$ cat config.mk
export PLATFORM = sky130hd
export DESIGN_NAME = fetch_unit
export DESIGN_NICKNAME = d
export VERILOG_FILES = /design/src/rtl/fetch_unit.sv
export SDC_FILE = /design/constraint.sdc
export NUM_CORES = 1
export LEC_CHECK = 0
export CORE_UTILIZATION = 30
export CTS_BUF_LIST = sky130_fd_sc_hd__clkbuf_16
export CTS_CLUSTER_SIZE = 16
export DETAILED_ROUTE_END_ITERATION = 10
export PLACE_DENSITY = 0.67
export SYNTH_ARGS = -nofsm -noshare
export SYNTH_HDL_FRONTEND = slang
export SYNTH_SLANG_ARGS = --single-unit
$ cat constraint.sdc
create_clock -name CLK -period 10.5 [get_ports CLK]
set_input_delay 1.575 -clock CLK [delete_from_list [all_inputs] [get_ports CLK]]
set_output_delay 1.575 -clock CLK [all_outputs]
set_load 0.05 [all_outputs]
$ cat src/rtl/fetch_unit.sv
// fetch_unit: instruction fetch stage. Owns the fetch PC, issues reads to the
// instruction cache, and holds each returned word for decode. On acceptance it
// applies decode's next-PC select.
// Optional feature macro: FETCH_PREFETCH_EN (one-entry sequential prefetch buffer).
//
// Handshake: ins/pc/npc are offered while ins_valid=1 and must stay stable until
// the cycle where ins_valid & ins_ready are both high (acceptance). ins_ready
// while ins_valid=0 has no effect.

package fetch_unit_pkg;
  typedef enum logic [1:0] {
    PC_NPC  = 2'd0,
    PC_BR   = 2'd1,
    PC_JUMP = 2'd2,
    PC_JR   = 2'd3
  } pcMux;
endpackage

module fetch_unit
  import fetch_unit_pkg::*;
#(
  parameter logic [31:0] PC_INIT = 32'h0000_0000
) (
  input  logic        CLK,
  input  logic        nRST,
  input  logic        ihit,
  input  logic [31:0] iload,
  input  logic        dmem_busy,
  output logic        imemREN,
  output logic [31:0] imemaddr,
  output logic [31:0] ins,
  output logic        ins_valid,
  input  logic        ins_ready,
  input  pcMux        pcSel,
  input  logic [31:0] rdat1,
  input  logic        halt_in,
  output logic [31:0] pc,
  output logic [31:0] npc,
  output logic        halted,
  output logic [1:0]  o_dbg_state
);

  typedef enum logic [1:0] {
    FETCH  = 2'd0,
    HOLD   = 2'd1,
    HALTED = 2'd2
  } state_t;

  state_t      r_state, w_state_next;
  logic [31:0] r_fpc, w_fpc_next;
  logic [31:0] r_ins, w_ins_next;
  logic [31:0] r_pc, w_pc_next;
  logic [31:0] w_npc;
  logic [31:0] w_target;
  logic        w_accept;

`ifdef FETCH_PREFETCH_EN
  logic        r_pf_valid, w_pf_valid_next;
  logic [31:0] r_pf_data, w_pf_data_next;
  logic [31:0] r_pf_addr, w_pf_addr_next;
  logic        w_pf_hit;
  logic        w_is_npc;
`endif

  assign w_npc       = r_pc + 32'd4;
  assign w_accept    = (r_state == HOLD) && ins_ready;
  assign ins         = r_ins;
  assign pc          = r_pc;
  assign npc         = w_npc;
  assign ins_valid   = (r_state == HOLD);
  assign halted      = (r_state == HALTED);
  assign o_dbg_state = r_state;

  // Next-PC target from decode's select; unknown encodings fall back to sequential.
  always_comb begin
    w_target = w_npc;
`ifdef FETCH_PREFETCH_EN
    w_is_npc = 1'b1;
`endif
    case (pcSel)
      PC_BR: begin
        w_target = w_npc + {{14{r_ins[15]}}, r_ins[15:0], 2'b00};
`ifdef FETCH_PREFETCH_EN
        w_is_npc = 1'b0;
`endif
      end
      PC_JUMP: begin
        w_target = {w_npc[31:28], r_ins[25:0], 2'b00};
`ifdef FETCH_PREFETCH_EN
        w_is_npc = 1'b0;
`endif
      end
      PC_JR: begin
        w_target = rdat1;
`ifdef FETCH_PREFETCH_EN
        w_is_npc = 1'b0;
`endif
      end
      default: ;
    endcase
  end

  // Fetch FSM next state, cache request and register next values.
  always_comb begin
    w_state_next = r_state;
    w_fpc_next   = r_fpc;
    w_ins_next   = r_ins;
    w_pc_next    = r_pc;
    imemREN      = 1'b0;
    imemaddr     = r_fpc;
`ifdef FETCH_PREFETCH_EN
    w_pf_valid_next = r_pf_valid;
    w_pf_data_next  = r_pf_data;
    w_pf_addr_next  = r_pf_addr;
    w_pf_hit        = 1'b0;
`endif
    case (r_state)
      FETCH: begin
        imemREN = !dmem_busy;
        if (ihit && !dmem_busy) begin
          w_ins_next   = iload;
          w_pc_next    = r_fpc;
          w_state_next = HOLD;
        end
      end
      HOLD: begin
`ifdef FETCH_PREFETCH_EN
        // Prefetch the sequential successor; a redirect or halt kills it at once.
        imemaddr = w_npc;
        imemREN  = !r_pf_valid && !dmem_busy &&
                   !(w_accept && (halt_in || !w_is_npc));
        w_pf_hit = imemREN && ihit;
        if (w_pf_hit) begin
          w_pf_valid_next = 1'b1;
          w_pf_data_next  = iload;
          w_pf_addr_next  = w_npc;
        end
`endif
        if (w_accept) begin
          if (halt_in) begin
            w_state_next = HALTED;
`ifdef FETCH_PREFETCH_EN
            w_pf_valid_next = 1'b0;
`endif
          end else begin
`ifdef FETCH_PREFETCH_EN
            w_pf_valid_next = 1'b0;
            if (w_is_npc && r_pf_valid && (r_pf_addr == w_npc)) begin
              w_ins_next   = r_pf_data;
              w_pc_next    = w_npc;
              w_fpc_next   = w_npc;
              w_state_next = HOLD;
            end else if (w_is_npc && w_pf_hit) begin
              w_ins_next   = iload;
              w_pc_next    = w_npc;
              w_fpc_next   = w_npc;
              w_state_next = HOLD;
            end else begin
              w_fpc_next   = w_target;
              w_state_next = FETCH;
            end
`else
            w_fpc_next   = w_target;
            w_state_next = FETCH;
`endif
          end
        end
      end
      HALTED: ;
      default: w_state_next = FETCH;
    endcase
  end

  // State and datapath registers with synchronous active-low reset.
  always_ff @(posedge CLK) begin
    if (!nRST) begin
      r_state <= FETCH;
      r_fpc   <= PC_INIT;
      r_ins   <= 32'd0;
      r_pc    <= 32'd0;
`ifdef FETCH_PREFETCH_EN
      r_pf_valid <= 1'b0;
      r_pf_data  <= 32'd0;
      r_pf_addr  <= 32'd0;
`endif
    end else begin
      r_state <= w_state_next;
      r_fpc   <= w_fpc_next;
      r_ins   <= w_ins_next;
      r_pc    <= w_pc_next;
`ifdef FETCH_PREFETCH_EN
      r_pf_valid <= w_pf_valid_next;
      r_pf_data  <= w_pf_data_next;
      r_pf_addr  <= w_pf_addr_next;
`endif
    end
  end

endmodule

==> impl_metrics.py <==
# Synthesis and PnR figures
metrics = {
    "outcome": {
        "status": "complete, no violations",
    },
    "placement": {
        "io_buffers": 204,
        "finalWeightedCongestion": 0.879,
    },
    "flow_run": {
        "cap_violations": 0,
        "tool_warnings": 30,
    },
    "final_layout": {
        "largest_cell_class": "logic gates",
        "signal_buffers": 213,
        "register_area_mm2": 0.00196,
        "buf_share_pct": 23.2,
        "logic_area_mm2": 0.00425,
        "lay_top_count": "clkdlybuf4s50_1",
    },
    "synth": {
        "netlist_top_cells_count": "nand2_1 (179), dfxtp_1 (98), a21boi_0 (74)",
        "edf_count": 0,
        "synth-seq-area-share_pct": 30.0,
        "syn-cell-area_mm2": 0.00654,
        "yosys-stat-cells": 765,
        "synth-seq-cells": 98,
        "top_cell": "nand2_1",
        "ys_sh_xor_pct": 6.41,
        "syn_avg_cell_area_um2": 8.54,
        "top_area_share_pct": 30.0,
        "syn_nets": 872,
        "logic_family": "AND-OR/OR-AND gates",
        "simple_gate_share_pct": 19.8,
        "synth.area.top_cells": "dfxtp_1 (30%), nand2_1 (10%), a21boi_0 (8.5%)",
        "top_area_cell": "dfxtp_1",
    },
    "setup_path": {
        "path_class": "flip-flop to primary output",
        "cp.required_ns": 8.93,
        "critPathSlowestCell": "clkdlybuf4s50_1",
        "worstPathCellList": "and4_1 > nand4_1 > nor3_1 > nand4_1 > xnor2_1 > clkdlybuf4s50_1",
        "reg2reg_slack_ns": 6.47,
        "crit_fanout": 6,
    },
    "floorplan": {
        "initCoreUtil_pct": 30.8,
        "die_x_um": 150,
        "dieArea_mm2": 0.0224,
    },
    "global_routing": {
        "grt_overflow": 0,
        "grt_pass1_vias": 6147,
    },
    "clock_network": {
        "cts.sinks": 98,
        "htree_levels": 3,
        "worstSkewPairLatency_ns": 0.35,
        "post_cts_buffers": 0,
    },
    "hold_path": {
        "hold-path-endpoint": "ins[26]",
        "min_from": "ins[26]",
    },
    "route": {
        "viasPerCell": 5.17,
        "first_pass_iters": 5,
    },
    "power": {
        "powerSeq_uw": 387,
        "switchingPower_uw": 253,
        "p_int_uw": 653,
        "power.share.switching_pct": 27.9,
    },
    "sta": {
        "fmax_ghz": 0.202,
        "period_used_pct": 47.1,
    },
}
[worst max path at each step]
stage	cells after the start	slack, ns	endpoint
final	6	5.56	npc[26]
after global routing	6	5.36	npc[26]
after CTS	6	5.53	npc[26]
after detailed placement	3	5.80	imemREN
after global placement	3	5.82	imemREN
after floorplan	13	5.89	imemaddr[23]
[metal layers]
layer	up-vias	GRT usage, %	share of wire [%]
met1	3048	26.9	46
met3	17	3.48	5.2
met5	-	0	0
met4	0	5.71	1.5
li1	3083	-	-
met2	191	33.1	47
[through the flow]
step	hold slack [ns]	power, uW	setup slack, ns	area (um2)
2_1_floorplan	0.678	489	5.89	6540
3_3_place_gp	0.454	550	5.82	8720
3_5_place_dp	0.461	551	5.80	8720
4_1_cts	0.470	916	5.53	9030
5_1_grt	0.497	940	5.36	9030
6_report	0.465	905	5.56	9030
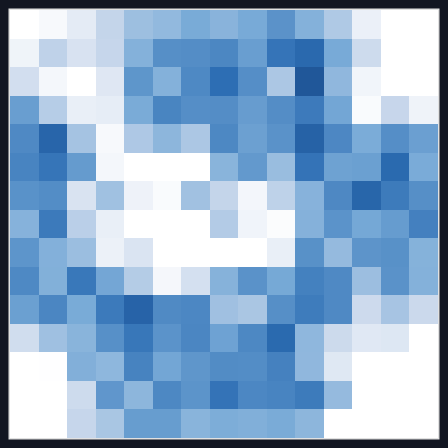
Figure 1: cell density map.
The die is cut into 15 by 15 equal tiles; white is low, dark blue is high, 0 to 100% covered.
nearly empty tiles = 16%
fullest tile = 84%
mean over tiles = 39%
tiles over 75% full = 3.6%
final cell utilization of the core: 42.6%
core area: 0.0212 mm2

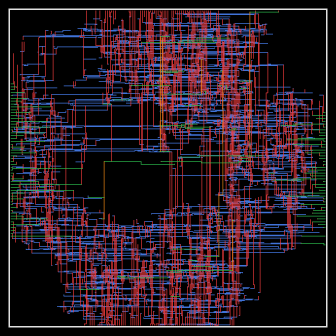
Figure 2: metal layers overlaid.
metal 4 -> orange  # wire length 324 um
metal 1 -> blue  # wire length 10400 um
metal 2 -> red  # wire length 10500 um
metal 3 -> green  # wire length 1160 um
Tot GR Track Use: 20.1%
drt total wl: 22300 um
vias: 6339
detailed-route wire length per cell: 18.2 um

No activity file was given, so power comes from the tool's default toggle rates.
